File: src/rtl/muldiv_unit.sv
// muldiv_unit: HI/LO multiply-divide unit; one-cycle MULT/MULTU/MTHI/MTLO, radix-2 restoring DIV/DIVU.
// Owns the architectural HI/LO registers and stalls the pipeline while a divide is in flight.
module muldiv_unit #(
  parameter int DATA_WIDTH = 32
) (
  input  logic                  clk,
  input  logic                  rst,
  input  logic                  flush,
  input  logic                  ex_hold,
  input  logic [5:0]            funct,
  input  logic [DATA_WIDTH-1:0] operand_1,
  input  logic [DATA_WIDTH-1:0] operand_2,
  output logic [DATA_WIDTH-1:0] hi_out,
  output logic [DATA_WIDTH-1:0] lo_out,
  output logic                  busy,
  output logic                  stall_request
);
  localparam int W  = DATA_WIDTH;
  localparam int CW = $clog2(W);
  localparam logic [5:0] F_MULT = 6'h18, F_MULTU = 6'h19, F_DIV = 6'h1A, F_DIVU = 6'h1B;
  localparam logic [5:0] F_MTHI = 6'h11, F_MTLO = 6'h13;
  typedef enum logic [1:0] {IDLE, RUN, DONE} state_t;
  state_t r_state, w_next;
  logic [W-1:0] r_hi, r_lo, r_dvd, r_dvs, r_rem;
  logic [CW-1:0] r_cnt;
  logic r_qneg, r_rneg;
  logic w_is_mul, w_is_div, w_a_neg, w_b_neg, w_commit, w_ge, w_start;
  logic [W-1:0] w_a_mag, w_b_mag, w_rem_n, w_q, w_r;
  logic [W:0] w_trial, w_sub;
  logic [2*W-1:0] w_prod;
  assign w_is_mul = (funct == F_MULT) || (funct == F_MULTU);
  assign w_is_div = (funct == F_DIV) || (funct == F_DIVU);
  assign w_a_neg  = (funct == F_DIV) && operand_1[W-1];
  assign w_b_neg  = (funct == F_DIV) && operand_2[W-1];
  assign w_a_mag  = w_a_neg ? -operand_1 : operand_1;
  assign w_b_mag  = w_b_neg ? -operand_2 : operand_2;
  assign w_commit = !flush && !ex_hold;
  assign w_start  = (r_state == IDLE) && w_is_div;
  // Sign- or zero-extend both operands so one 2W-bit product serves MULT and MULTU
  assign w_prod = {{W{(funct == F_MULT) && operand_1[W-1]}}, operand_1} *
                  {{W{(funct == F_MULT) && operand_2[W-1]}}, operand_2};
  assign w_trial = {r_rem, r_dvd[W-1]};
  assign w_sub   = w_trial - {1'b0, r_dvs};
  assign w_ge    = w_trial >= {1'b0, r_dvs};
  assign w_rem_n = w_ge ? w_sub[W-1:0] : w_trial[W-1:0];
  assign w_q     = r_qneg ? -r_dvd : r_dvd;
  assign w_r     = r_rneg ? -r_rem : r_rem;
  assign hi_out  = r_hi;
  assign lo_out  = r_lo;
  always_comb begin
    w_next = r_state;
    if (flush) w_next = IDLE;
    else if (w_start) w_next = RUN;
    else if (r_state == RUN && r_cnt == CW'(W - 1)) w_next = DONE;
    else if (r_state == DONE && !ex_hold) w_next = IDLE;
    busy          = r_state != IDLE;
    stall_request = !rst && (w_start || r_state == RUN);
  end
  always_ff @(posedge clk or posedge rst) begin
    if (rst) r_state <= IDLE;
    else r_state <= w_next;
  end
  always_ff @(posedge clk or posedge rst) begin
    if (rst) begin
      r_hi   <= '0;
      r_lo   <= '0;
      r_dvd  <= '0;
      r_dvs  <= '0;
      r_rem  <= '0;
      r_cnt  <= '0;
      r_qneg <= 1'b0;
      r_rneg <= 1'b0;
    end else begin
      if (w_start) begin
        r_dvd  <= w_a_mag;
        r_dvs  <= w_b_mag;
        r_qneg <= w_a_neg ^ w_b_neg;
        r_rneg <= w_a_neg;
        r_rem  <= '0;
        r_cnt  <= '0;
      end else if (r_state == RUN) begin
        r_dvd <= {r_dvd[W-2:0], w_ge};
        r_rem <= w_rem_n;
        r_cnt <= r_cnt + CW'(1);
      end
      // A zero divisor runs the full latency but leaves HI/LO untouched
      if (w_commit) begin
        if (r_state == DONE) begin
          if (r_dvs != '0) begin
            r_lo <= w_q;
            r_hi <= w_r;
          end
        end else if (w_is_mul) {r_hi, r_lo} <= w_prod;
        else if (funct == F_MTHI) r_hi <= operand_1;
        else if (funct == F_MTLO) r_lo <= operand_1;
      end
    end
  end
endmodule

File: config.mk
export PLATFORM = sky130hd
export DESIGN_NAME = muldiv_unit
export DESIGN_NICKNAME = d
export VERILOG_FILES = /design/src/rtl/muldiv_unit.sv
export SDC_FILE = /design/constraint.sdc
export NUM_CORES = 2
export LEC_CHECK = 0
export CAP_MARGIN = 10
export CORE_MARGIN = 1
export CORE_UTILIZATION = 65
export CTS_CLUSTER_SIZE = 40
export DETAILED_ROUTE_END_ITERATION = 7
export PLACE_DENSITY_LB_ADDON = 0.15
export SLEW_MARGIN = 10
export SYNTH_ARGS = -nofsm -noshare
export SYNTH_HDL_FRONTEND = slang
export SYNTH_SLANG_ARGS = --single-unit
File: constraint.sdc
create_clock -name clk -period 6.7 [get_ports clk]
set_input_delay 0.67 -clock clk [delete_from_list [all_inputs] [get_ports clk]]
set_output_delay 0.67 -clock clk [all_outputs]
set_load 0.05 [all_outputs]
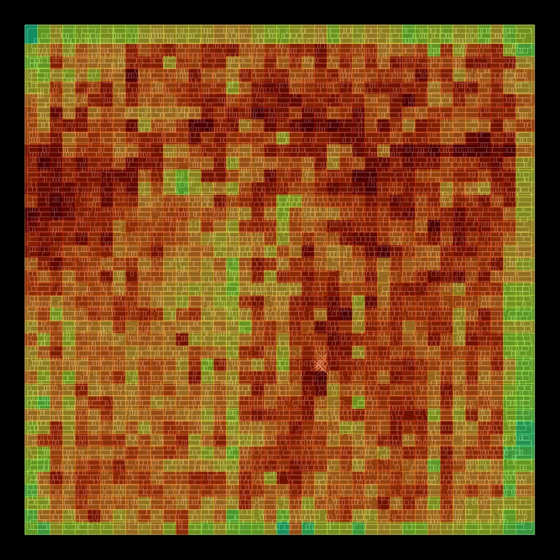
Figure 1: congestion heat map.
GR Layer Usage met3: 12.1%
routing layer with the top usage in global route: met2

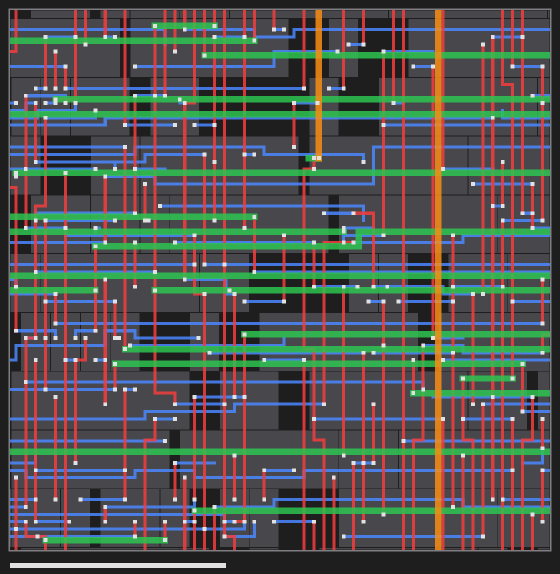
Figure 2: layout detail.
The bar under the picture is 10 um long. Region (57, 57) to (82, 82) um. Cells in grey, sequential cells in the stronger grey; small squares are vias.
orange -> M4
green -> M3
red -> M2
blue -> M1
cells with their middle in the window = 49
most frequent = fa_1 (16), buf_4 (9), inv_1 (8)
sequential cells in the window = 0

==> reports/results.md <==
| Step | Quantity | This run |
|:---|:---|:---|
| yosys | Number of cells in the yosys synthesis report | 5747 |
| yosys | Ranking of synthesized cells by instance count | 1209 x inv_1, 1126 x fa_1, 1018 x nand2_1, 288 x and2_1, 276 x clkbuf_1 |
| timing | Number of endpoints with negative hold slack in the final report | 0 |
| clock tree | Number of H-tree branching levels | 4 |
| floorplanning | Num rows | 101 |
| layout | Most frequent logic cell in the layout | inv_1 |
| drt | Vias per inst | 6.03 |
| drt | Detailed Route Iter0 Violations | 4563 |
| worst setup path | Critical path capture point type | flip-flop |
| drt | Final antenna-violating net count | 0 |
| floorplanning | Overall die height | 279 um |
| yosys | Most repeated cell in the gate-level netlist after synthesis | inv_1 |
| yosys | Tally of unique sky130hd cells used after synthesis | 84 |
| layout | Number of fill cells | 4805 |
| timing | Final number of setup-violating endpoints | 49 |
| drt | Count of vias placed by the detailed router | 44300 |
| layout | Sequential cell area share | 6.86% |
| clock tree | Clock tree from TritonCTS | built |
| timing | Layout Skew | 0.0139 ns |
| yosys | Sequential share of the synthesized area | 8.46% |
| grt | GRT Overall Usage | 46.5% |
| worst setup path | Most frequent cell on the critical path | fa_1 |
| layout | Final Net Count | 7739 |
| hold path | Hold EP | lo_out[31] |
| yosys | XOR-XNOR Cells, Area Fraction | 3.66% |
| layout | Comb. cell area | 42100 sq um |
| hold path | Path type of the worst min-delay path | reg2reg |
| worst setup path | Critical path startpoint category | input pin |
| clock tree | Clock insertion delay at the later pin of the skew report | 0.45 ns |
| place | DP Area | 56800 sq um |
| yosys | Mean cell area of the mapped netlist | 8.70 sq um |
| grt | Pin count of the biggest net entering global routing | 103 |
| floorplanning | Tap cell count | 1030 |
| clock tree | Total setup buffers inserted after CTS | 106 |
| run status | Violations in the final reports | DRC, setup timing |
| layout | Layout inverter count without the clock tree | 1210 |
| drt | Remaining DRCs | 15 |
| worst setup path | Crit-path max cell delay | 0.58 ns |
| timing | Final worst hold slack | 0.481 ns |
| floorplanning | Number of primary I/O pins | 140 |
| floorplanning | Die X | 279 um |
| layout | Top Layout Cells | 1115 x inv_1, 1064 x fa_1, 973 x nand2_1 |
| layout | Signal buffers | 878 |
| layout | Layout buffering overhead excluding clock cells | 14.4% |
| worst setup path | Worst setup path end | hi_out[22] |
| yosys | Synth area leader | fa_1 |
| layout | Area Overhead vs Synth | 23.3% |
| yosys | Yosys synthesis chip area | 50000 sq um |
| place | Dpl hpwl | 136000 um |
| clock tree | Sink Count | 169 |
| yosys | Cells after Synth | 5747 |
| grt | Vias in the first global route | 46000 |
| run status | Result of the run | finished, violations left |
| worst setup path | Slowest cell on crit path | fa_2 |
| floorplanning | Core outline area | 75900 sq um |
| job | Max cap viols | 0 |
| layout | Ratio of cells with drive above 1 in the final layout | 21.0% |
| grt | Leftover overflow at the end of global routing | 0 |
| yosys | Most used DFF post-synth | dfrtp_1 |
| place | Count of buffers inserted at the top-level ports | 139 |
| timing | Unrepaired setup endpoints after global routing | yes |
| clock tree | Worst-path clk slew | 0.08 ns |
| timing | Minimum period implied by the final worst setup slack | 8.20 ns |
| layout | Clock Buffer Count | 17 |
| yosys | AND-OR/OR-AND Cells, Area Fraction | 9.02% |
| floorplanning | Die area | 78000 sq um |
| grt | Number of antenna violations at the first check in global routing | 17 |
| timing | Final tally of max-slew violations | 0 |
| yosys | Combined area of all synthesized cells | 50000 sq um |
| layout | Clock-cell share of area | 0.946% |
| worst setup path | Worst R2R Start | r_dvs[0] |
| layout | Total non-filler cell area in the finished layout | 61600 sq um |
| layout | Antenna cell count | 11 |
| timing | Min setup slack post-route | -1.50 ns |
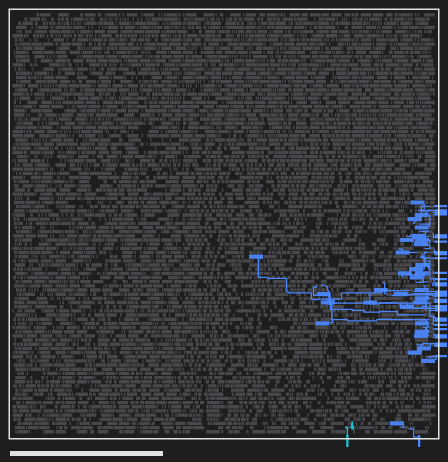
Figure 3: I/O nets highlighted.
The bar under the picture is 100 um long.
blue -> lo_out  # bits 32, direction output, end cells 32, buffers 32, wire 941 um
cyan -> ex_hold  # bits 1, direction input, end cells 2, buffers 1, wire 11.8 um

==> worst max-delay path: cells and delay by family <==
family	cells	cell delay [ns]
AND-OR/OR-AND	5	1.18
buffers and inverters	11	1.30
AND/OR/NAND/NOR	8	1.18
adder cells (fa/ha/maj)	9	4.18
==> per-layer routing <==
layer | track usage, % | share of wire [%]
met5 | 0 | 0.014
met4 | 29.4 | 8.2
met3 | 12.1 | 13
met2 | 70.4 | 44
met1 | 59.9 | 35
